==> run_1/clocks.png <==
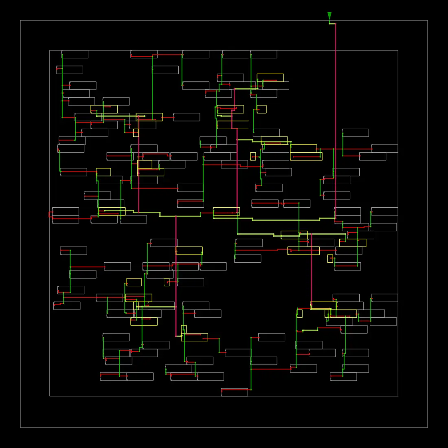
==> run_1/placement_by_type.png <==
The bar under the picture is 50 um long. Fill, decap, tap and diode cells in gray.
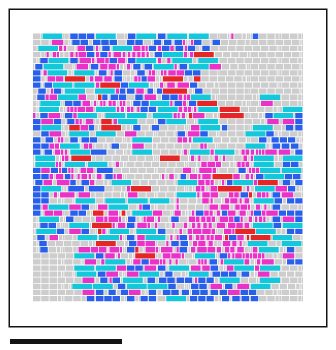
==> run_1/layer_met2.png <==
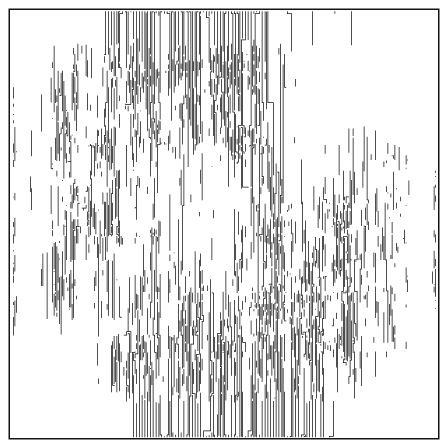
==> run_1/sizes.png <==
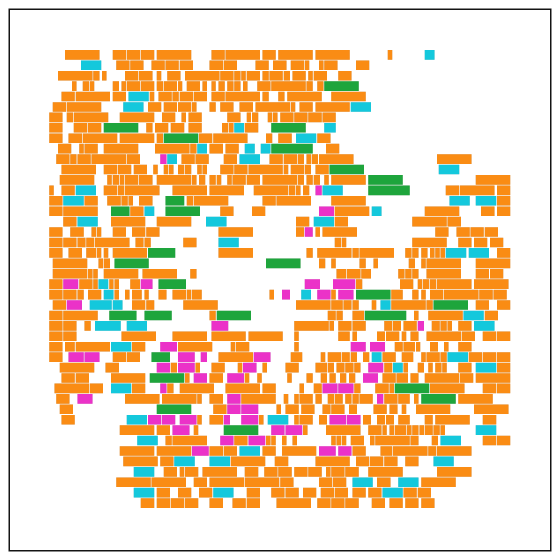
**src/rtl/wb_mem_stage.sv**
```systemverilog
// Write-back / memory stage: retires instructions from execute, runs one
// data-memory load or store at a time over a req/gnt/rvalid bus, extends
// load data and drives the register-file write port and forwarding view.
module wb_mem_stage #(
  parameter int XLEN = 32,
  parameter int RA_W = 5
) (
  input  logic            clk,
  input  logic            rst_n,
  input  logic            ex_valid,
  output logic            ex_ready,
  input  logic [RA_W-1:0] ex_rd,
  input  logic            ex_reg_write,
  input  logic            ex_mem_read,
  input  logic            ex_mem_write,
  input  logic [1:0]      ex_size,
  input  logic            ex_unsigned,
  input  logic [XLEN-1:0] ex_result,
  input  logic [XLEN-1:0] ex_store_data,
  output logic            mem_req,
  output logic            mem_we,
  output logic [XLEN-1:0] mem_addr,
  output logic [3:0]      mem_be,
  output logic [XLEN-1:0] mem_wdata,
  input  logic            mem_gnt,
  input  logic            mem_rvalid,
  input  logic [XLEN-1:0] mem_rdata,
  output logic [RA_W-1:0] rd,
  output logic [XLEN-1:0] wd,
  output logic            reg_write,
  output logic            fwd_valid,
  output logic [RA_W-1:0] fwd_rd
);

  typedef enum logic [1:0] {S_IDLE, S_REQ, S_RESP} state_t;

  state_t          state_q, state_d;
  logic [RA_W-1:0] rd_q, rd_d;
  logic [XLEN-1:0] wd_q, wd_d;
  logic            reg_write_q, reg_write_d;
  logic            we_q, we_d;          // effective write enable of the captured load
  logic            is_load_q, is_load_d;
  logic            is_store_q, is_store_d;
  logic [1:0]      size_q, size_d;
  logic            uns_q, uns_d;
  logic [1:0]      off_q, off_d;        // byte offset inside the word
  logic [XLEN-1:0] mem_addr_q, mem_addr_d;
  logic [3:0]      mem_be_q, mem_be_d;
  logic [XLEN-1:0] mem_wdata_q, mem_wdata_d;

  logic [7:0]      lane_b;
  logic [15:0]     lane_h;
  logic [XLEN-1:0] load_val;

  // Select the addressed lane of the returned word and extend it.
  always_comb begin
    lane_b = mem_rdata[{off_q, 3'b000} +: 8];
    lane_h = off_q[1] ? mem_rdata[31:16] : mem_rdata[15:0];
    case (size_q)
      2'b00:   load_val = uns_q ? {{(XLEN-8){1'b0}}, lane_b}
                                : {{(XLEN-8){lane_b[7]}}, lane_b};
      2'b01:   load_val = uns_q ? {{(XLEN-16){1'b0}}, lane_h}
                                : {{(XLEN-16){lane_h[15]}}, lane_h};
      default: load_val = mem_rdata;
    endcase
  end

  // Next-state logic: accept from execute, sequence the memory bus, retire.
  always_comb begin
    // NOTE: every variable gets a default here so no path leaves it unassigned,
    // which would otherwise infer a latch.
    state_d     = state_q;
    rd_d        = rd_q;
    wd_d        = wd_q;
    reg_write_d = 1'b0;                 // write enable is a single-cycle pulse
    we_d        = we_q;
    is_load_d   = is_load_q;
    is_store_d  = is_store_q;
    size_d      = size_q;
    uns_d       = uns_q;
    off_d       = off_q;
    mem_addr_d  = mem_addr_q;
    mem_be_d    = mem_be_q;
    mem_wdata_d = mem_wdata_q;

    case (state_q)
      S_IDLE: begin
        if (ex_valid) begin
          rd_d = ex_rd;
          if (ex_mem_read || ex_mem_write) begin
            we_d        = ex_reg_write && (ex_rd != '0) && ex_mem_read;
            is_load_d   = ex_mem_read;
            is_store_d  = ex_mem_write;
            size_d      = ex_size;
            uns_d       = ex_unsigned;
            off_d       = ex_result[1:0];
            mem_addr_d  = {ex_result[XLEN-1:2], 2'b00};
            case (ex_size)
              2'b00: begin
                mem_be_d    = 4'b0001 << ex_result[1:0];
                mem_wdata_d = {(XLEN/8){ex_store_data[7:0]}};
              end
              2'b01: begin
                mem_be_d    = ex_result[1] ? 4'b1100 : 4'b0011;
                mem_wdata_d = {(XLEN/16){ex_store_data[15:0]}};
              end
              default: begin
                mem_be_d    = 4'b1111;
                mem_wdata_d = ex_store_data;
              end
            endcase
            state_d = S_REQ;
          end else begin
            wd_d        = ex_result;
            reg_write_d = ex_reg_write && (ex_rd != '0);
          end
        end
      end
      S_REQ: begin
        if (mem_gnt) state_d = is_store_q ? S_IDLE : S_RESP;
      end
      S_RESP: begin
        if (mem_rvalid) begin
          wd_d        = load_val;
          reg_write_d = we_q;
          state_d     = S_IDLE;
        end
      end
      default: state_d = S_IDLE;
    endcase
  end

  // State and datapath registers; reset abandons any transaction in flight.
  always_ff @(posedge clk or negedge rst_n) begin
    if (!rst_n) begin
      state_q     <= S_IDLE;
      rd_q        <= '0;
      wd_q        <= '0;
      reg_write_q <= 1'b0;
      we_q        <= 1'b0;
      is_load_q   <= 1'b0;
      is_store_q  <= 1'b0;
      size_q      <= 2'b00;
      uns_q       <= 1'b0;
      off_q       <= 2'b00;
      mem_addr_q  <= '0;
      mem_be_q    <= 4'b0000;
      mem_wdata_q <= '0;
    end else begin
      // NOTE: non-blocking assignments so every register samples pre-edge values.
      state_q     <= state_d;
      rd_q        <= rd_d;
      wd_q        <= wd_d;
      reg_write_q <= reg_write_d;
      we_q        <= we_d;
      is_load_q   <= is_load_d;
      is_store_q  <= is_store_d;
      size_q      <= size_d;
      uns_q       <= uns_d;
      off_q       <= off_d;
      mem_addr_q  <= mem_addr_d;
      mem_be_q    <= mem_be_d;
      mem_wdata_q <= mem_wdata_d;
    end
  end

  assign ex_ready  = (state_q == S_IDLE);
  assign mem_req   = (state_q == S_REQ);
  assign mem_we    = (state_q == S_REQ) && is_store_q;
  assign mem_addr  = mem_addr_q;
  assign mem_be    = mem_be_q;
  assign mem_wdata = mem_wdata_q;
  assign rd        = rd_q;
  assign wd        = wd_q;
  assign reg_write = reg_write_q;
  assign fwd_valid = reg_write_q || ((state_q != S_IDLE) && is_load_q && we_q);
  assign fwd_rd    = rd_q;

endmodule

```
**config.mk**
```make
export PLATFORM = sky130hd
export DESIGN_NAME = wb_mem_stage
export DESIGN_NICKNAME = d
export VERILOG_FILES = /design/src/rtl/wb_mem_stage.sv
export SDC_FILE = /design/constraint.sdc
export NUM_CORES = 1
export LEC_CHECK = 0
export ABC_AREA = 0
export CAP_MARGIN = 30
export CORE_MARGIN = 10
export CORE_UTILIZATION = 40
export DETAILED_ROUTE_END_ITERATION = 10
export PLACE_DENSITY = 0.81
export SYNTH_ARGS = -nofsm -noshare
export SYNTH_HDL_FRONTEND = slang
export SYNTH_SLANG_ARGS = --single-unit
```
**constraint.sdc**
```tcl
create_clock -name clk -period 2.6 [get_ports clk]
set_input_delay 0.52 -clock clk [delete_from_list [all_inputs] [get_ports clk]]
set_output_delay 0.52 -clock clk [all_outputs]
set_load 0.02 [all_outputs]
```
==> impl_metrics.xml, run 1 <==
<?xml version="1.0" encoding="UTF-8"?>
<metrics>
  <group name="detailed_routing">
    <metric name="vias" unit="">5133</metric>
    <metric name="count_of_antenna_violating_nets_left_after_detailed_routing" unit="">0</metric>
    <metric name="route.detailed.vias_per_inst" unit="">5.40</metric>
    <metric name="wl_per_cell" unit="um">20.8</metric>
    <metric name="initialDrtViolationCount" unit="">382</metric>
    <metric name="detail_route.drc_violations" unit="">0</metric>
    <metric name="first_pass_iters" unit="">5</metric>
  </group>
  <group name="finish">
    <metric name="n_fill_cell" unit="">1136</metric>
    <metric name="antenna_cells_inserted" unit="">0</metric>
    <metric name="layout.area.seq" unit="sq um">2850</metric>
    <metric name="final_stage_net_count" unit="">866</metric>
    <metric name="final_layout_size_suffix_gt1_frac" unit="">0.179</metric>
    <metric name="comb_area" unit="sq um">2700</metric>
  </group>
  <group name="logic_synthesis">
    <metric name="synth.yosys.num_cells" unit="">538</metric>
    <metric name="synth_top_area_share" unit="">0.488</metric>
    <metric name="postSynthRegisterBits" unit="">114</metric>
    <metric name="asyncSetResetFlopFracSynth" unit="">1.00</metric>
    <metric name="yosys_most_used_dff" unit="">dfrtp_1</metric>
    <metric name="area_leaders" unit="">dfrtp_1, mux2_4, mux2i_1</metric>
    <metric name="synthSimpleGateAreaFrac" unit="">0.121</metric>
    <metric name="post_synth_fa_ha_maj_area_fraction" unit="">0</metric>
    <metric name="mux_share" unit="">0.176</metric>
    <metric name="cells_after_synthesis" unit="">538</metric>
    <metric name="yosys.cell_types.count" unit="">43</metric>
    <metric name="synth.yosys.warnings" unit="">0</metric>
    <metric name="xor_area_frac" unit="">0</metric>
    <metric name="yosys-stat-area" unit="sq um">5850</metric>
    <metric name="share_of_synthesized_area_occupied_by_flip_flops_and_latches" unit="">0.488</metric>
    <metric name="aoi_share" unit="">0.161</metric>
    <metric name="yosys.area.top_type" unit="">dfrtp_1</metric>
    <metric name="syn-cell-area" unit="sq um">5850</metric>
    <metric name="post_synth.cell_area_avg" unit="sq um">10.9</metric>
    <metric name="number_of_flops_mapped_to_enable_cells_by_yosys" unit="">0</metric>
    <metric name="topCombFamilyByArea" unit="">multiplexers</metric>
  </group>
  <group name="min_path">
    <metric name="worstHoldPathType" unit="">in -&gt; async</metric>
  </group>
  <group name="sta">
    <metric name="max_slew_margin" unit="">0.632</metric>
    <metric name="fin_tns_setup" unit="ns">0</metric>
    <metric name="timing_worst_slew_pin_value" unit="ns">0.538</metric>
    <metric name="grt_setup_unrepaired" unit="">false</metric>
    <metric name="setup_viol" unit="">0</metric>
    <metric name="finalClockPeriodUsage" unit="">0.943</metric>
    <metric name="finalCriticalPeriod" unit="ns">2.45</metric>
    <metric name="peak_freq" unit="MHz">408</metric>
    <metric name="final_hold_viol_count" unit="">0</metric>
    <metric name="final-max-slew-violation-count" unit="">0</metric>
  </group>
  <group name="power">
    <metric name="ir_drop" unit="mV">0.778</metric>
    <metric name="sw_frac_of_total" unit="">0.381</metric>
    <metric name="p_leak" unit="uW">0.00384</metric>
    <metric name="cellInternalPower" unit="uW">7070</metric>
    <metric name="combinationalPowerShare" unit="">0.501</metric>
    <metric name="pwr_density_cell" unit="nW/um^2">1290</metric>
    <metric name="seq_power_share" unit="">0.291</metric>
    <metric name="switching_power" unit="uW">4350</metric>
    <metric name="clockPowerShare" unit="">0.208</metric>
  </group>
  <group name="clock_tree">
    <metric name="worst_skew_pair.late_latency" unit="ns">0.41</metric>
    <metric name="cts.reportedPaths.clkPinSlew" unit="ns">0.05</metric>
    <metric name="clockBufferDepth" unit="">2</metric>
    <metric name="cts-resized-gates" unit="">0</metric>
    <metric name="cts_tree" unit="">yes</metric>
    <metric name="cts_made_buffers" unit="">17</metric>
    <metric name="cts_num_sinks" unit="">114</metric>
    <metric name="clock_tree.root_cell" unit="">clkbuf_16</metric>
    <metric name="htreeDepth" unit="">4</metric>
    <metric name="post_cts.repair.setup_buffers" unit="">0</metric>
    <metric name="ctsHoldBuffers" unit="">0</metric>
  </group>
  <group name="status">
    <metric name="run_status" unit="">complete, no violations</metric>
  </group>
  <group name="placed_design">
    <metric name="portBuffers" unit="">224</metric>
    <metric name="hpwlAfterDp" unit="um">15000</metric>
    <metric name="globalplace.congestion" unit="">0.842</metric>
  </group>
  <group name="worst_setup_path">
    <metric name="timing.rr.start" unit="">state_q[1]$_DFFE_PN0P_</metric>
    <metric name="crit_path_max_incr_delay" unit="ns">0.61</metric>
    <metric name="critical_path.cell_chain" unit="">nor2b_1, and2_1, clkdlybuf4s50_1</metric>
    <metric name="crit_path_max_fanout" unit="">8</metric>
    <metric name="timing_worst_setup_path_type" unit="">reg -&gt; out</metric>
    <metric name="timing.critical_path.from" unit="">state_q[0]$_DFFE_PN0P_</metric>
    <metric name="start_kind" unit="">register</metric>
    <metric name="crit_arrival" unit="ns">1.93</metric>
    <metric name="timing.critical_path.slowest_stage_cell" unit="">clkdlybuf4s50_1</metric>
    <metric name="worstSetupEndpointType" unit="">output pin</metric>
    <metric name="reg2reg_slack" unit="ns">0.30</metric>
    <metric name="crit_required" unit="ns">2.08</metric>
  </group>
  <group name="floorplan">
    <metric name="core" unit="sq um">14400</metric>
    <metric name="dieArea" unit="sq um">19900</metric>
    <metric name="io_pins" unit="">227</metric>
    <metric name="die_h" unit="um">141</metric>
    <metric name="initial_core_util" unit="">0.405</metric>
    <metric name="fp.dieW" unit="um">141</metric>
  </group>
  <group name="run">
    <metric name="max-cap-violations" unit="">0</metric>
    <metric name="tool_warnings" unit="">26</metric>
  </group>
  <group name="global_routing">
    <metric name="grt_pass1_vias" unit="">5527</metric>
    <metric name="grt_start_max_net_pins" unit="">85</metric>
    <metric name="grtUsageTotal" unit="">0.196</metric>
    <metric name="globalRouteOverflowTotal" unit="">0</metric>
    <metric name="first_pass_grt_wire_length" unit="um">31000</metric>
    <metric name="grt_antenna_before_repair" unit="">0</metric>
  </group>
</metrics>
-- clocks.png (at the start) --
final sequential cell count: 114
Final Skew: 0.00697 ns

-- placement_by_type.png (at the start) --
Key: sequential cells = cyan [cells 114]; clock drivers and dummy loads = red [cells 32]; remaining buffers and delay cells = blue [cells 242]; combinational and other logic = magenta [cells 379]
cell row count: 44
Seq/total area: 0.322
final core utilization: 0.614

-- layer_met2.png (at the start) --
The longest straight run is 51.0 um. The layer carries 9770 um of wire. 776 nets have wire on it. The wires run mostly vertical.
total wirelength of the detailed-routed design: 19800 um
global routing met2 resource utilization: 0.318

-- sizes.png (at the start) --
Key: _0 and _1 cells = orange [cells 630, share 82%]; _3 and _4 cells = cyan [cells 58, share 7.6%]; _6 and larger = green [cells 27, share 3.5%]; _2 cells = magenta [cells 52, share 6.8%]
final design instance area without fill: 8850 sq um
final worst slack: 0.149 ns
P&R area growth vs syn: 51.4%
Buffers excl. clock: 242

run 1: stage by stage:
step	std cells	power, uW	hold WS [ns]	instance area (sq um)	setup WS [ns]
global placement	919	8890	0.462	8250	0.258
global route	951	12000	0.102	8850	0.0695
floorplan	539	6460	0.224	5850	0.438
detailed placement	919	9060	0.470	8250	0.238
CTS	951	11500	0.0888	8850	0.139
finish	951	11400	0.0704	8850	0.149
run 1: synthesized netlist by cell type (8+ instances only):
| cell | instances |
|---|---|
| a211oi_2 | 15 |
| a21oi_1 | 36 |
| a22o_1 | 9 |
| buf_2 | 9 |
| buf_4 | 12 |
| clkbuf_1 | 18 |
| dfrtp_1 | 114 |
| inv_1 | 11 |
| mux2_2 | 8 |
| mux2_4 | 40 |
| mux2i_1 | 34 |
| nand2_1 | 63 |
| nor2_1 | 39 |
| nor2b_1 | 10 |
| nor3_2 | 11 |
| o21ai_0 | 39 |
| o22ai_1 | 17 |
run 1: cells by family after synthesis:
logic type	after synthesis
other	1
flip-flops	114
AND/OR/NAND/NOR	145
buffers and inverters	57
multiplexers	82
AND-OR/OR-AND	139
run 1: final timing paths:
path / endpoint / depth (start not counted)
setup / recovery: mem_we / 3
hold / removal: mem_wdata[31]$_DFFE_PN0P_ / 1
setup reg to reg: wd[29]$_DFFE_PN0P_ / 5
hold reg to reg: mem_wdata[26]$_DFFE_PN0P_ / 2
max in group asynchronous: mem_addr[12]$_DFFE_PN0P_ / 2
min in group clk: mem_wdata[26]$_DFFE_PN0P_ / 2
run 1: worst max-delay path, delay by kind of cell (launching register included):
family | cells | cell delay (ns)
buf+inv | 1 | 0.61
simple gates | 2 | 0.36
flops | 1 | 0.54
run 1: routing by layer:
metal	vias up	part of all wire	global-route usage
met5	-	0	0
met3	55	0.082	0.0682
li1	2334	-	-
met4	0	0.042	0.106
met1	2494	0.38	0.222
met2	250	0.49	0.318
run 1: flip-flops by register name, indices dropped and copies added, names as in the netlist, 2 cells and up:
name,flops
mem_wdata,32
wd,32
mem_addr,30
fwd_rd,5
mem_be,4
off_q,2
size_q,2
state_q,2
run 1: placed cells by master, fill, tap and decap left out, types with 8 or more instances in the layout:
cell	Yosys	final
clkdlybuf4s50_1	0	223
dfrtp_1	114	114
nand2_1	63	63
mux2_4	40	40
nor2_1	39	39
o21ai_0	39	39
a21oi_1	36	36
mux2i_1	34	34
o22ai_1	17	17
clkbuf_16	0	17
a211oi_2	15	15
buf_4	12	15
inv_1	11	11
nor3_2	11	11
nor2b_1	10	10
a22o_1	9	9
mux2_2	8	8
run 1: power by group through the flow:
stage                     combinational [uW]  clock, uW  sequential (uW)
after floorplan                         2320          0             4140
after global placement                  5620          0             3270
after detailed placement                5730          0             3340
after CTS                               5770       2410             3330
after global routing                    6070       2490             3430
final                                   5720       2380             3330
run 1: layout make-up:
type                       count  area share
clock inverter                11      0.0151
clock buffer                  21      0.0532
multi-input combinational    368       0.305
inverter                      11     0.00466
sequential                   114       0.322
tap                          184      0.0260
timing repair buffer         242       0.274
==> run_1/logic_types.png <==
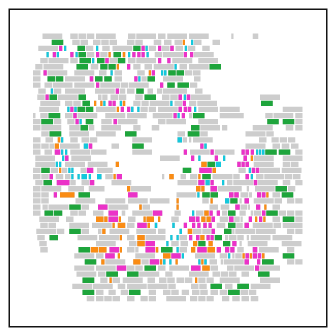

==> inputs of run 2 (changes only) <==
--- a/config.mk
+++ b/config.mk
@@ -10,7 +10,9 @@
 export CORE_MARGIN = 10
 export CORE_UTILIZATION = 40
 export DETAILED_ROUTE_END_ITERATION = 10
-export PLACE_DENSITY = 0.81
+export PLACE_DENSITY = 0.84
+export SKIP_LAST_GASP = 1
+export SLEW_MARGIN = 15
 export SYNTH_ARGS = -nofsm -noshare
 export SYNTH_HDL_FRONTEND = slang
 export SYNTH_SLANG_ARGS = --single-unit
==> constraint.sdc (replaced) <==
create_clock -name clk -period 2.1 [get_ports clk]
set_input_delay 0.42 -clock clk [delete_from_list [all_inputs] [get_ports clk]]
set_output_delay 0.42 -clock clk [all_outputs]
set_load 0.02 [all_outputs]
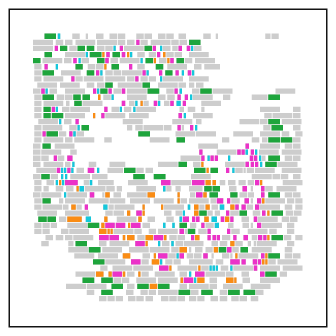
(run_2/logic_types.png)
Key: aoi and oai cells = magenta [cells 122]; nor cells = orange [cells 70]; mux cells = green [cells 82, where widely spread]; nand cells = cyan [cells 70]
most frequent logic cell in the layout: clkdlybuf4s50_1
non-filler cells, final: 960
Comb/total area: 0.302

==> run 2 against run 1 <==
Net effect:
- power rose by 24%
- clock power grew 24%
- worst setup slack better by 0.0066 ns
- via count decreased by 2.6%
- sequential power up 22%
- area after synthesis unchanged
- clock-buffer cell count decreased by 3
- flip-flop count unchanged
- non-clock buffer count increased by 9
- final cell count increased by 0.95%
- cell area rose by 1.3%
- largest cell class unchanged
- highest routed layer unchanged
==> impl_metrics.xml, run 2 <==
<?xml version="1.0" encoding="UTF-8"?>
<metrics>
  <group name="logic_synthesis">
    <metric name="postSynthRegisterBits" unit="">114</metric>
    <metric name="number_of_flops_mapped_to_enable_cells_by_yosys" unit="">0</metric>
    <metric name="topCombFamilyByArea" unit="">multiplexers</metric>
    <metric name="syn-cell-area" unit="sq um">5850</metric>
    <metric name="yosys.area.top_type" unit="">dfrtp_1</metric>
    <metric name="share_of_synthesized_area_occupied_by_flip_flops_and_latches" unit="">0.488</metric>
    <metric name="aoi_share" unit="">0.161</metric>
    <metric name="post_synth.cell_area_avg" unit="sq um">10.9</metric>
    <metric name="yosys.cell_types.count" unit="">43</metric>
    <metric name="cells_after_synthesis" unit="">538</metric>
    <metric name="synth_top_area_share" unit="">0.488</metric>
    <metric name="post_synth_fa_ha_maj_area_fraction" unit="">0</metric>
    <metric name="area_leaders" unit="">dfrtp_1, mux2_4, mux2i_1</metric>
    <metric name="xor_area_frac" unit="">0</metric>
    <metric name="synthSimpleGateAreaFrac" unit="">0.121</metric>
    <metric name="top_cells_by_count" unit="">dfrtp_1, nand2_1, mux2_4</metric>
    <metric name="yosys_most_used_dff" unit="">dfrtp_1</metric>
    <metric name="yosys-stat-area" unit="sq um">5850</metric>
    <metric name="asyncSetResetFlopFracSynth" unit="">1.00</metric>
    <metric name="synth.yosys.num_cells" unit="">538</metric>
    <metric name="mux_share" unit="">0.176</metric>
    <metric name="synth.yosys.warnings" unit="">0</metric>
    <metric name="synth.most_common_cell" unit="">dfrtp_1</metric>
  </group>
  <group name="detailed_routing">
    <metric name="route.detailed.vias_per_inst" unit="">5.21</metric>
    <metric name="wl_per_cell" unit="um">20.4</metric>
    <metric name="first_pass_iters" unit="">5</metric>
    <metric name="count_of_antenna_violating_nets_left_after_detailed_routing" unit="">0</metric>
    <metric name="detail_route.drc_violations" unit="">0</metric>
    <metric name="initialDrtViolationCount" unit="">332</metric>
    <metric name="route.final.wire_length" unit="um">19600</metric>
    <metric name="vias" unit="">4999</metric>
  </group>
  <group name="sta">
    <metric name="finalCriticalPeriod" unit="ns">1.94</metric>
    <metric name="final_hold_viol_count" unit="">0</metric>
    <metric name="grt_setup_unrepaired" unit="">false</metric>
    <metric name="peak_freq" unit="MHz">514</metric>
    <metric name="max_slew_margin" unit="">0.644</metric>
    <metric name="fin_tns_setup" unit="ns">0</metric>
    <metric name="finalClockPeriodUsage" unit="">0.926</metric>
    <metric name="clock_skew" unit="ns">0.00767</metric>
    <metric name="timing_worst_slew_pin_value" unit="ns">0.534</metric>
    <metric name="final-max-slew-violation-count" unit="">0</metric>
    <metric name="setup_viol" unit="">0</metric>
  </group>
  <group name="power">
    <metric name="p_leak" unit="uW">0.00388</metric>
    <metric name="pwr_density_cell" unit="nW/um^2">1590</metric>
    <metric name="ir_drop" unit="mV">0.944</metric>
  </group>
  <group name="floorplan">
    <metric name="die_h" unit="um">141</metric>
    <metric name="fp.dieW" unit="um">141</metric>
    <metric name="core" unit="sq um">14400</metric>
    <metric name="initial_core_util" unit="">0.405</metric>
    <metric name="row_count" unit="">44</metric>
    <metric name="io_pins" unit="">227</metric>
    <metric name="dieArea" unit="sq um">19900</metric>
  </group>
  <group name="global_routing">
    <metric name="globalRouteOverflowTotal" unit="">0</metric>
    <metric name="grt_start_max_net_pins" unit="">54</metric>
    <metric name="first_pass_grt_wire_length" unit="um">31000</metric>
    <metric name="grtUsageTotal" unit="">0.197</metric>
    <metric name="grt_antenna_before_repair" unit="">0</metric>
    <metric name="grt_pass1_vias" unit="">5406</metric>
  </group>
  <group name="worst_setup_path">
    <metric name="crit_path_max_fanout" unit="">6</metric>
    <metric name="reg2reg_slack" unit="ns">0.25</metric>
    <metric name="timing.critical_path.slowest_stage_cell" unit="">dfrtp_1</metric>
    <metric name="timing.critical_path.from" unit="">state_q[1]$_DFFE_PN0P_</metric>
    <metric name="r2r.worst_path.cells" unit="">5</metric>
    <metric name="timing.rr.start" unit="">state_q[1]$_DFFE_PN0P_</metric>
    <metric name="crit_path_max_incr_delay" unit="ns">0.46</metric>
    <metric name="crit_path_end" unit="">mem_we</metric>
    <metric name="start_kind" unit="">register</metric>
    <metric name="worst_r2r_endpoint" unit="">wd[30]$_DFFE_PN0P_</metric>
    <metric name="timing_worst_setup_path_type" unit="">reg -&gt; out</metric>
    <metric name="crit_required" unit="ns">1.68</metric>
    <metric name="critical_path.cell_chain" unit="">nor2b_1, and2_1, clkdlybuf4s15_1</metric>
    <metric name="worstSetupEndpointType" unit="">output pin</metric>
    <metric name="crit_arrival" unit="ns">1.52</metric>
  </group>
  <group name="finish">
    <metric name="comb_area" unit="sq um">2710</metric>
    <metric name="n_fill_cell" unit="">1151</metric>
    <metric name="final_stage_net_count" unit="">875</metric>
    <metric name="layout.area.seq" unit="sq um">2850</metric>
    <metric name="final_layout_size_suffix_gt1_frac" unit="">0.189</metric>
    <metric name="p_r_area_growth_vs_syn" unit="%">53.3</metric>
    <metric name="postLayoutCoreUtil" unit="">0.622</metric>
    <metric name="layout_top_cells" unit="">clkdlybuf4s50_1, dfrtp_1, nand2_1</metric>
    <metric name="antenna_cells_inserted" unit="">0</metric>
  </group>
  <group name="clock_tree">
    <metric name="clockBufferDepth" unit="">2</metric>
    <metric name="htreeDepth" unit="">4</metric>
    <metric name="clock_tree.root_cell" unit="">clkbuf_16</metric>
    <metric name="cts_num_sinks" unit="">114</metric>
    <metric name="cts_made_buffers" unit="">17</metric>
    <metric name="cts.reportedPaths.clkPinSlew" unit="ns">0.06</metric>
    <metric name="cts_tree" unit="">yes</metric>
    <metric name="post_cts.repair.setup_buffers" unit="">0</metric>
    <metric name="worst_skew_pair.late_latency" unit="ns">0.42</metric>
  </group>
  <group name="run">
    <metric name="max-cap-violations" unit="">0</metric>
    <metric name="tool_warnings" unit="">26</metric>
  </group>
  <group name="placed_design">
    <metric name="globalplace.congestion" unit="">0.809</metric>
    <metric name="placed_cells" unit="">927</metric>
    <metric name="hpwlAfterDp" unit="um">14700</metric>
    <metric name="portBuffers" unit="">224</metric>
  </group>
  <group name="min_path">
    <metric name="worstHoldPathType" unit="">reg -&gt; reg</metric>
  </group>
  <group name="status">
    <metric name="run_status" unit="">complete, no violations</metric>
  </group>
</metrics>
run 2: netlist changes by cell type in the layout (fill, tap and decap cells not counted), sizes merged:
cell	before	now
dlygate4sd3	0	1
clkdlybuf4s15	0	1
clkbuf	21	18
buf	19	27
clkdlybuf4s50	223	219
clkinvlp	0	6
dlygate4sd2	0	3
clkinv	8	5
run 2: critical path: cells and delay by family (launching register included):
kind	cells	cell delay [ns]
DFF	1	0.46
and+or+nand+nor	2	0.34
buffers and inverters	1	0.31
run 2: report_power, final:
part	switching [uW]	internal (uW)	leakage [uW]	total [uW]
registers	772	3300	0.00135	4070
logic	3620	3600	0.00225	7210
clock network	1050	1880	0.000280	2940
run 2: worst min-delay path by stage:
stage                                         start                         to  slack [ns]  cells after the start
after floorplan                               rst_n      fwd_rd[0]$_DFFE_PN0P_        0.12                      0
after global placement                        rst_n   mem_wdata[7]$_DFFE_PN0P_        0.40                      1
after detailed placement                      rst_n   mem_wdata[7]$_DFFE_PN0P_        0.40                      1
after CTS                 mem_wdata[29]$_DFFE_PN0P_  mem_wdata[29]$_DFFE_PN0P_        0.48                      2
after global routing      mem_wdata[29]$_DFFE_PN0P_  mem_wdata[29]$_DFFE_PN0P_        0.50                      2
final                     mem_wdata[17]$_DFFE_PN0P_  mem_wdata[17]$_DFFE_PN0P_        0.48                      2
run 2: cell type report:
class	count	share of cell area
sequential	114	0.318
multi-input combinational	368	0.302
timing repair buffer	251	0.282
clock buffer	18	0.0490
tap	184	0.0257
clock inverter	14	0.0183
inverter	11	0.00461
run 2: cell families after synthesis:
group | count (synthesis)
AOI/OAI and AO/OA | 139
buffers and inverters | 57
DFF | 114
muxes | 82
other | 1
and+or+nand+nor | 145
run 2: what timing repair did:
item                                    CTS  global route
hold buffers                              1             0
endpoints found under the setup margin    4            18
pin swaps                                 0             0
endpoints found under the hold margin    29             0
resized                                   5             3
run 2: routing by layer:
metal | vias to the layer above | part of all wire | global-route usage
met1 | 2424 | 0.40 | 0.229
met3 | 32 | 0.080 | 0.0742
met4 | 0 | 0.022 | 0.0712
met5 | - | 0 | 0
li1 | 2353 | - | -
met2 | 190 | 0.50 | 0.326
run 2: metrics by stage:
stage	area (sq um)	power (uW)	hold slack (ns)	setup WS, ns
floorplan	5850	8000	0.124	0.0382
finish	8970	14200	0.478	0.155
CTS	8950	14300	0.482	0.0562
global placement	8340	11200	0.398	-0.165
global route	8970	15000	0.502	0.0169
detailed placement	8340	11300	0.401	-0.203
==> run_2/sizes.png <==
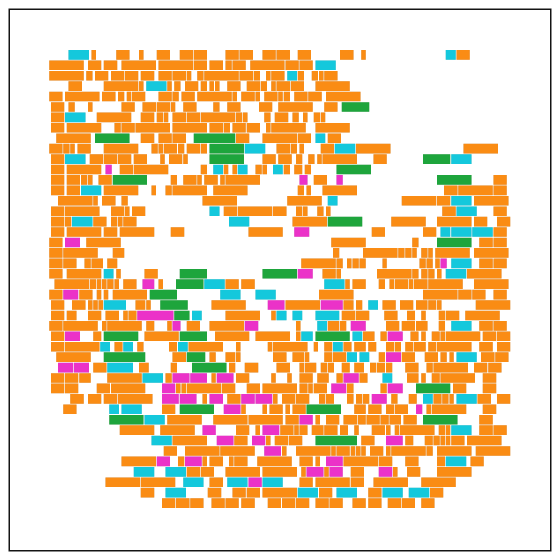

==> inputs of run 3 (changes only) <==
--- a/config.mk
+++ b/config.mk
@@ -7,10 +7,9 @@
 export LEC_CHECK = 0
 export ABC_AREA = 0
 export CAP_MARGIN = 30
-export CORE_MARGIN = 10
 export CORE_UTILIZATION = 40
 export DETAILED_ROUTE_END_ITERATION = 10
-export PLACE_DENSITY = 0.84
+export PLACE_DENSITY = 0.81
 export SKIP_LAST_GASP = 1
 export SLEW_MARGIN = 15
 export SYNTH_ARGS = -nofsm -noshare
==> constraint.sdc (replaced) <==
create_clock -name clk -period 2.2 [get_ports clk]
set_input_delay 0.44 -clock clk [delete_from_list [all_inputs] [get_ports clk]]
set_output_delay 0.44 -clock clk [all_outputs]
set_load 0.02 [all_outputs]
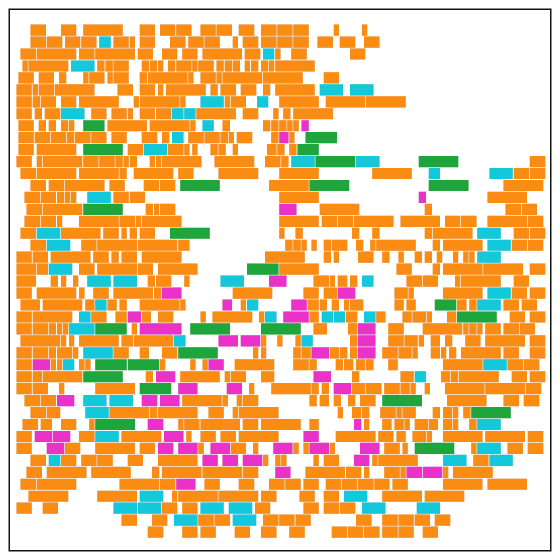
(run_3/sizes.png)
Key: _0 and _1 cells = orange [cells 634, share 82%]; _2 cells = magenta [cells 49, share 6.3%]; _6 and larger = green [cells 26, share 3.4%]; _3 and _4 cells = cyan [cells 63, share 8.2%]
final worst slack: 0.205 ns
final design instance area without fill: 8840 sq um
Buffers excl. clock: 249

==> run 3 against run 2 <==
Net effect:
- largest cell class unchanged
- first-iteration DRC count fell by 23%
- clock skew fell by 0.0031 ns
- synthesized cell count is the same
- cell area down 1.4%
==> impl_metrics.xml, run 3 <==
<?xml version="1.0" encoding="UTF-8"?>
<metrics>
  <group name="logic_synthesis">
    <metric name="top_cells_by_count" unit="">dfrtp_1, nand2_1, mux2_4</metric>
    <metric name="post_synth.cell_area_avg" unit="sq um">10.9</metric>
    <metric name="postSynthRegisterBits" unit="">114</metric>
    <metric name="synth.yosys.warnings" unit="">0</metric>
    <metric name="yosys_most_used_dff" unit="">dfrtp_1</metric>
    <metric name="area_leaders" unit="">dfrtp_1, mux2_4, mux2i_1</metric>
    <metric name="syn-cell-area" unit="sq um">5850</metric>
    <metric name="synth.most_common_cell" unit="">dfrtp_1</metric>
    <metric name="synth_top_area_share" unit="">0.488</metric>
    <metric name="cells_after_synthesis" unit="">538</metric>
    <metric name="yosys-stat-area" unit="sq um">5850</metric>
    <metric name="yosys.area.top_type" unit="">dfrtp_1</metric>
    <metric name="share_of_synthesized_area_occupied_by_flip_flops_and_latches" unit="">0.488</metric>
    <metric name="yosys.cell_types.count" unit="">43</metric>
    <metric name="synth.yosys.num_cells" unit="">538</metric>
    <metric name="asyncSetResetFlopFracSynth" unit="">1.00</metric>
    <metric name="number_of_flops_mapped_to_enable_cells_by_yosys" unit="">0</metric>
  </group>
  <group name="detailed_routing">
    <metric name="vias" unit="">5037</metric>
    <metric name="first_pass_iters" unit="">5</metric>
    <metric name="detail_route.drc_violations" unit="">0</metric>
    <metric name="route.final.wire_length" unit="um">18000</metric>
    <metric name="wl_per_cell" unit="um">18.9</metric>
    <metric name="initialDrtViolationCount" unit="">257</metric>
    <metric name="route.detailed.vias_per_inst" unit="">5.29</metric>
    <metric name="count_of_antenna_violating_nets_left_after_detailed_routing" unit="">0</metric>
  </group>
  <group name="worst_setup_path">
    <metric name="crit_required" unit="ns">1.76</metric>
    <metric name="crit_buf_inv" unit="">1</metric>
    <metric name="timing.critical_path.slowest_stage_cell" unit="">dfrtp_2</metric>
    <metric name="worstSetupEndpointType" unit="">output pin</metric>
    <metric name="crit_path_max_fanout" unit="">7</metric>
    <metric name="timing.critical_path.max_delay_family" unit="">flip-flops</metric>
    <metric name="start_kind" unit="">register</metric>
    <metric name="timing_worst_setup_path_type" unit="">reg -&gt; out</metric>
    <metric name="crit_path_max_incr_delay" unit="ns">0.46</metric>
    <metric name="crit_arrival" unit="ns">1.56</metric>
    <metric name="critical_path.cell_chain" unit="">nor2b_1, and2_1, dlygate4sd2_1</metric>
  </group>
  <group name="global_routing">
    <metric name="grtUsageTotal" unit="">0.245</metric>
    <metric name="grt_antenna_before_repair" unit="">0</metric>
    <metric name="grt_start_max_net_pins" unit="">50</metric>
    <metric name="globalRouteOverflowTotal" unit="">0</metric>
    <metric name="first_pass_grt_wire_length" unit="um">27500</metric>
    <metric name="grt_pass1_vias" unit="">5109</metric>
  </group>
  <group name="sta">
    <metric name="peak_freq" unit="MHz">501</metric>
    <metric name="timing_worst_slew_pin_value" unit="ns">0.522</metric>
    <metric name="grt_setup_unrepaired" unit="">false</metric>
    <metric name="clock_skew" unit="ns">0.00456</metric>
    <metric name="final-max-slew-violation-count" unit="">0</metric>
    <metric name="max_slew_margin" unit="">0.643</metric>
    <metric name="finalCriticalPeriod" unit="ns">2.00</metric>
    <metric name="final_hold_viol_count" unit="">0</metric>
    <metric name="finalClockPeriodUsage" unit="">0.907</metric>
    <metric name="fin_tns_setup" unit="ns">0</metric>
    <metric name="setup_viol" unit="">0</metric>
  </group>
  <group name="finish">
    <metric name="n_fill_cell" unit="">1105</metric>
    <metric name="final_stage_net_count" unit="">873</metric>
    <metric name="layout_top_cell" unit="">clkdlybuf4s50_1</metric>
    <metric name="p_r_area_growth_vs_syn" unit="%">51.3</metric>
    <metric name="layout_top_cells" unit="">clkdlybuf4s50_1, dfrtp_1, nand2_1</metric>
    <metric name="final_layout_size_suffix_gt1_frac" unit="">0.179</metric>
    <metric name="antenna_cells_inserted" unit="">0</metric>
  </group>
  <group name="floorplan">
    <metric name="core" unit="sq um">14100</metric>
    <metric name="initial_core_util" unit="">0.415</metric>
    <metric name="io_pins" unit="">227</metric>
    <metric name="dieArea" unit="sq um">15100</metric>
    <metric name="fp.dieW" unit="um">123</metric>
    <metric name="row_count" unit="">43</metric>
    <metric name="die_h" unit="um">123</metric>
  </group>
  <group name="clock_tree">
    <metric name="htreeDepth" unit="">4</metric>
    <metric name="cts_made_buffers" unit="">17</metric>
    <metric name="cts_num_sinks" unit="">114</metric>
    <metric name="clock_tree.root_cell" unit="">clkbuf_16</metric>
    <metric name="clockBufferDepth" unit="">2</metric>
    <metric name="post_cts.repair.setup_buffers" unit="">0</metric>
    <metric name="worst_skew_pair.late_latency" unit="ns">0.40</metric>
    <metric name="cts.reportedPaths.clkPinSlew" unit="ns">0.05</metric>
    <metric name="cts_tree" unit="">yes</metric>
  </group>
  <group name="power">
    <metric name="sw_frac_of_total" unit="">0.383</metric>
    <metric name="combinationalPowerShare" unit="">0.515</metric>
    <metric name="seq_power_share" unit="">0.301</metric>
    <metric name="ir_drop" unit="mV">0.887</metric>
    <metric name="cellInternalPower" unit="uW">8070</metric>
    <metric name="p_leak" unit="uW">0.00386</metric>
    <metric name="finalPower" unit="uW">13100</metric>
    <metric name="pwr_density_cell" unit="nW/um^2">1480</metric>
    <metric name="switching_power" unit="uW">5000</metric>
    <metric name="clockPowerShare" unit="">0.184</metric>
  </group>
  <group name="run">
    <metric name="tool_warnings" unit="">26</metric>
    <metric name="max-cap-violations" unit="">0</metric>
  </group>
  <group name="status">
    <metric name="run_status" unit="">complete, no violations</metric>
  </group>
  <group name="placed_design">
    <metric name="globalplace.congestion" unit="">0.824</metric>
    <metric name="hpwlAfterDp" unit="um">13400</metric>
    <metric name="portBuffers" unit="">224</metric>
    <metric name="placedInstanceArea" unit="sq um">8310</metric>
    <metric name="preCtsSetupSlack" unit="ns">-0.149</metric>
  </group>
  <group name="min_path">
    <metric name="worstHoldPathType" unit="">reg -&gt; reg</metric>
  </group>
</metrics>
[run 3: logic make-up after synthesis]
kind of cell,count (synthesis),share of synthesized area
AND/OR/NAND/NOR,145,0.121
buffers and inverters,57,0.0526
flip-flops,114,0.488
multiplexers,82,0.176
other,1,0.000641
AND-OR/OR-AND,139,0.161
[run 3: final cells by class]
cell class	count	area (sq um)	share of cell area
inverters	11	41.3	0.00467
clock inverters	5	30.0	0.00340
well taps	180	225	0.0255
multi-input cells	368	2700	0.305
clock buffers	25	485	0.0549
flip-flops and latches	114	2850	0.323
repair buffers	249	2510	0.284
[run 3: tightest hold or removal path, stage by stage, from the launching register on]
cell and delay [ns]:
dfrtp_1 0.34, nand2_1 0.04, o21ai_0 0.06
[run 3: path summary, 6_finish.rpt]
| check | slack, ns | start | cells past startpoint | end |
|---|---|---|---|---|
| max | 0.20 | state_q[1]$_DFFE_PN0P_ | 3 | mem_we |
| min | 0.48 | mem_wdata[9]$_DFFE_PN0P_ | 2 | mem_wdata[9]$_DFFE_PN0P_ |
| max reg2reg | 0.30 | state_q[0]$_DFFE_PN0P_ | 5 | wd[29]$_DFFE_PN0P_ |
| min reg2reg | 0.48 | mem_wdata[9]$_DFFE_PN0P_ | 2 | mem_wdata[9]$_DFFE_PN0P_ |
| max in group asynchronous | 1.05 | rst_n | 3 | wd[10]$_DFFE_PN0P_ |
| min in group asynchronous | 0.53 | rst_n | 2 | fwd_rd[2]$_DFFE_PN0P_ |
[run 3: metrics by stage]
step | hold WS (ns) | instances | util
6_report | 0.475 | 952 | 0.627
5_1_grt | 0.511 | 952 | 0.627
4_1_cts | 0.481 | 952 | 0.627
3_5_place_dp | 0.423 | 921 | 0.590
3_3_place_gp | 0.419 | 921 | 0.590
2_1_floorplan | 0.144 | 539 | -
[run 3: power groups by stage]
| stage | registers, uW | logic, uW | clock network (uW) |
|---|---|---|---|
| floorplan | 4890 | 2740 | 0 |
| global placement | 3860 | 6630 | 0 |
| detailed placement | 3920 | 6760 | 0 |
| CTS | 3930 | 6780 | 2450 |
| global route | 4060 | 7170 | 2550 |
| finish | 3930 | 6730 | 2410 |
[run 3: per-layer routing]
layer	vias to the layer above	share of wire	GRT usage
li1	2338	-	-
met1	2470	0.41	0.302
met2	211	0.49	0.406
met3	18	0.081	0.0830
met4	0	0.015	0.0694
met5	-	0	0
[run 3: timing repair]
item | CTS | global route
hold buffers | 1 | 0
gates resized | 2 | 3
endpoints found under the hold margin | 14 | 0
endpoints found under the setup margin | 2 | 3
No activity file was given, so power comes from the tool's default toggle rates.
